### Power grid

Pins as bars on the die edge. Tap cells in gray.
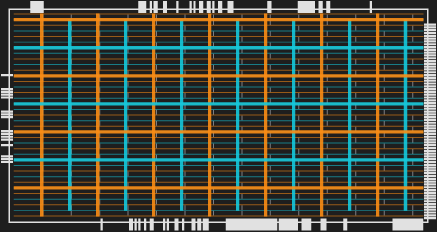
### Placement by cell class

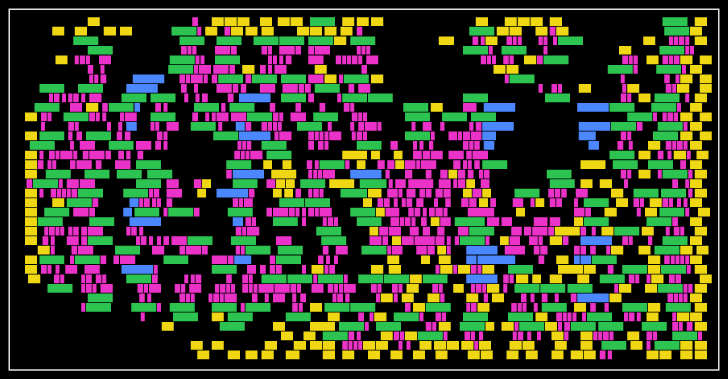
## src/rtl/alu_issue_ctrl.sv

```systemverilog
// Issue sequencer in front of TotalALU: latches one op, drives the ALU, returns 1 beat (2 for MULTU HI/LO).
// Latency: result valid ALU_LAT+1 edges after acceptance; MULTU first beat MUL_LAT+3 edges after.
// Backpressure: result beats hold while out_ready is low; in_ready only rises again in IDLE.
module alu_issue_ctrl #(
    parameter int ALU_LAT = 1,
    parameter int MUL_LAT = 33,
    parameter int CNT_W   = 6
) (
    input  logic        clk,
    input  logic        reset,
    input  logic        in_valid,
    output logic        in_ready,
    input  logic [5:0]  in_funct,
    input  logic [31:0] in_a,
    input  logic [31:0] in_b,
    output logic [5:0]  alu_signal,
    output logic [31:0] alu_dataA,
    output logic [31:0] alu_dataB,
    output logic        alu_reset,
    input  logic [31:0] alu_output,
    output logic        out_valid,
    input  logic        out_ready,
    output logic [31:0] out_result,
    output logic        out_last,
    output logic        out_err,
    output logic        busy
);

    localparam logic [2:0] IDLE     = 3'd0;
    localparam logic [2:0] CLR      = 3'd1;
    localparam logic [2:0] EXEC     = 3'd2;
    localparam logic [2:0] MFHI     = 3'd3;
    localparam logic [2:0] MFLO     = 3'd4;
    localparam logic [2:0] RESP_HI  = 3'd5;
    localparam logic [2:0] RESP     = 3'd6;
    localparam logic [2:0] RESP_ERR = 3'd7;

    localparam logic [5:0] F_AND   = 6'd36;
    localparam logic [5:0] F_OR    = 6'd37;
    localparam logic [5:0] F_ADD   = 6'd32;
    localparam logic [5:0] F_SUB   = 6'd34;
    localparam logic [5:0] F_SLT   = 6'd42;
    localparam logic [5:0] F_SLL   = 6'd0;
    localparam logic [5:0] F_MULTU = 6'd25;
    localparam logic [5:0] F_MFHI  = 6'd16;
    localparam logic [5:0] F_MFLO  = 6'd18;

    localparam logic [CNT_W-1:0] ALU_LD = CNT_W'(ALU_LAT - 1);
    localparam logic [CNT_W-1:0] MUL_LD = CNT_W'(MUL_LAT - 1);

    logic [2:0]       state;
    logic [CNT_W-1:0] cnt;
    logic [31:0]      hi_q;
    logic [31:0]      lo_q;
    logic             accept;
    logic             supported;

    assign in_ready  = (state == IDLE) && !reset;
    assign accept    = in_valid && in_ready;
    assign alu_reset = reset || (state == CLR);
    assign busy      = (state != IDLE);

    always_comb begin
        supported = 1'b0;
        case (in_funct)
            F_AND, F_OR, F_ADD, F_SUB, F_SLT, F_SLL, F_MULTU: supported = 1'b1;
            default: supported = 1'b0;
        endcase
    end

    // alu_signal doubles as the latched funct until the MULTU readout overwrites it.
    always_ff @(posedge clk) begin
        if (reset) begin
            state      <= IDLE;
            cnt        <= '0;
            hi_q       <= '0;
            lo_q       <= '0;
            alu_signal <= '0;
            alu_dataA  <= '0;
            alu_dataB  <= '0;
            out_valid  <= 1'b0;
            out_result <= '0;
            out_last   <= 1'b0;
            out_err    <= 1'b0;
        end else begin
            case (state)
                IDLE: begin
                    if (accept) begin
                        if (supported) begin
                            alu_signal <= in_funct;
                            alu_dataA  <= in_a;
                            alu_dataB  <= in_b;
                            state      <= CLR;
                        end else begin
                            out_valid  <= 1'b1;
                            out_err    <= 1'b1;
                            out_last   <= 1'b1;
                            out_result <= '0;
                            state      <= RESP_ERR;
                        end
                    end
                end
                CLR: begin
                    cnt   <= (alu_signal == F_MULTU) ? MUL_LD : ALU_LD;
                    state <= EXEC;
                end
                EXEC: begin
                    cnt <= cnt - 1'b1;
                    if (cnt == '0) begin
                        if (alu_signal == F_MULTU) begin
                            alu_signal <= F_MFHI;
                            state      <= MFHI;
                        end else begin
                            out_result <= alu_output;
                            out_last   <= 1'b1;
                            out_valid  <= 1'b1;
                            state      <= RESP;
                        end
                    end
                end
                MFHI: begin
                    hi_q       <= alu_output;
                    alu_signal <= F_MFLO;
                    state      <= MFLO;
                end
                MFLO: begin
                    lo_q       <= alu_output;
                    out_result <= hi_q;
                    out_last   <= 1'b0;
                    out_valid  <= 1'b1;
                    state      <= RESP_HI;
                end
                RESP_HI: begin
                    if (out_ready) begin
                        out_result <= lo_q;
                        out_last   <= 1'b1;
                        state      <= RESP;
                    end
                end
                RESP: begin
                    if (out_ready) begin
                        out_valid <= 1'b0;
                        out_last  <= 1'b0;
                        state     <= IDLE;
                    end
                end
                RESP_ERR: begin
                    if (out_ready) begin
                        out_valid <= 1'b0;
                        out_err   <= 1'b0;
                        out_last  <= 1'b0;
                        state     <= IDLE;
                    end
                end
                default: state <= IDLE;
            endcase
        end
    end

endmodule
```

## config.mk

```make
export PLATFORM = sky130hd
export DESIGN_NAME = alu_issue_ctrl
export DESIGN_NICKNAME = d
export VERILOG_FILES = /design/src/rtl/alu_issue_ctrl.sv
export SDC_FILE = /design/constraint.sdc
export NUM_CORES = 1
export LEC_CHECK = 0
export CORE_ASPECT_RATIO = 0.5
export CORE_MARGIN = 1.5
export CORE_UTILIZATION = 38
export CTS_CLUSTER_SIZE = 40
export DETAILED_ROUTE_END_ITERATION = 10
export PLACE_DENSITY = 0.69
export SYNTH_ARGS = -nofsm -noshare
export SYNTH_HDL_FRONTEND = slang
export SYNTH_SLANG_ARGS = --single-unit
```

## constraint.sdc

```tcl
create_clock -name clk -period 2.25 [get_ports clk]
set_clock_uncertainty 0.05 [all_clocks]
set_input_delay 0.45 -clock clk [delete_from_list [all_inputs] [get_ports clk]]
set_output_delay 0.45 -clock clk [all_outputs]
set_load 0.01 [all_outputs]
```

==> results.toml <==
# flow metrics
[outcome]
outcome = "finished clean"

[synthesis]
compound_area_share_pct = 23.1
avgSynthCellArea_um2 = 8.10
ys_top_cells_by_count = "nand2_1, a21oi_1, dfxtp_1, nor2_1, clkbuf_1"
yosysTopAreaCellShare_pct = 47.2
ys_sh_xor_pct = 0
async_reset_ff_share_pct = 0
top_cell = "nand2_1"
synth.area.mux_share_pct = 4.53
yosys_area_um2 = 7540
netlist_area_um2 = 7540
synth-main-ff-cell = "dfxtp_1"
syn_nets = 1039
ys_seq_elements = 178
yosys-stat-cells = 931

[worst_hold_path]
holdCritStartpoint = "reset"
whs_path_depth = 2
hp-class = "in2reg"

[cells_and_area]
comb_area_share_pct = 33.9
clock_cell_area_share_pct = 5.45
inverters = 9
mostFrequentLayoutCell = "nand2_1"
ff_count = 178
buffers = 251
drive_gt1_share_pct = 10.5
buf_share_pct = 23.6

[final_timing]
fin_ws_ns = 0.0906
finalSetupTns_ns = 0
fmax_mhz = 463
setup_viol = 0
slew_viol_final = 0
rsz0062_at_grt = "false"
fin_crit_sh_pct = 96.0
period_needed_ns = 2.16
worst_pin_slew_ns = 0.728

[power_and_ir_drop]
pwr-share-seq_pct = 36.2
comb-power_mw = 4.00
ir_worst_vdd_mv = 0.783
pg_clk_mw = 2.93
power.switching_mw = 3.85
power.total_mw = 10.8
internal_power_mw = 6.99
combPwrFrac_pct = 36.9

[route]
drt-initial-drc-count = 395
remaining_drc_errors = 0
routed_wl_um = 22300
wl_per_cell_um = 15.8
ant_nets = 0
route.vias.total = 7177

[clock_tree]
cts-root-buf = "clkbuf_16"
numCtsBuffers = 17
clock-sinks = 178
htree_levels = 4
clock_path_buffers = 2

[floorplan]
io-pin-count = 214
num_tap_cells = 266

[setup_path]
crit_arrival_ns = 1.66
crit_path_end = "busy"
cp.depth = 3
ff2ff_setup_slack_ns = 0.25
cpLargestDelayFamily = "buffers and inverters"
path_class = "reg2out"
cp-end-kind = "output port"
max_stage_delay_ns = 0.57
crit_buf_inv = 1
cp-startpoint = "state[2]$_SDFFE_PP0P_"

[place]
dp_hpwl_um = 14900
port_buffers = 213
dp_cells = 1375
gp_congestion = 0.884

[flow_run]
log.warning_count = 29
drv_cap = 0
## Picture notes: 'Power grid'
cyan -> VDD
orange -> VSS
met1 rails = 37
met5 straps = 7
rows = 36
Die H: 103 µm
core region area: 19500 µm²
chip width: 202 µm

## Picture notes: 'Placement by cell class'
green -> flops  # cells 178, share of their area 35%
yellow -> other buffers and delay cells  # cells 251, share of their area 24%
magenta -> all other logic  # cells 680, share of their area 35%
blue -> clock drivers and dummy loads  # cells 32, share of their area 5.6%
cell area after layout: 10600 µm²
sequential cell area share: 33.6%
post-layout util: 54.6%
# rows: 36

-- worst reg2reg max path: cells and delay by family (launching register included) --
| kind | cells | cell delay (ns) |
|---|---|---|
| buf+inv | 1 | 0.30 |
| compound gates | 4 | 0.95 |
| simple gates | 1 | 0.27 |
| flops | 1 | 0.35 |
-- layer usage --
| layer | track usage (%) | up-vias | routed length (µm) | share of wire, % |
|---|---|---|---|---|
| li1 | - | 3559 | - | - |
| met1 | 27.1 | 3421 | 9980 | 45 |
| met2 | 37.3 | 181 | 10900 | 49 |
| met3 | 4.20 | 16 | 1140 | 5.1 |
| met4 | 6.32 | 0 | 215 | 0.97 |
| met5 | 0 | - | 0 | 0 |
Power and IR drop assume default switching activity.
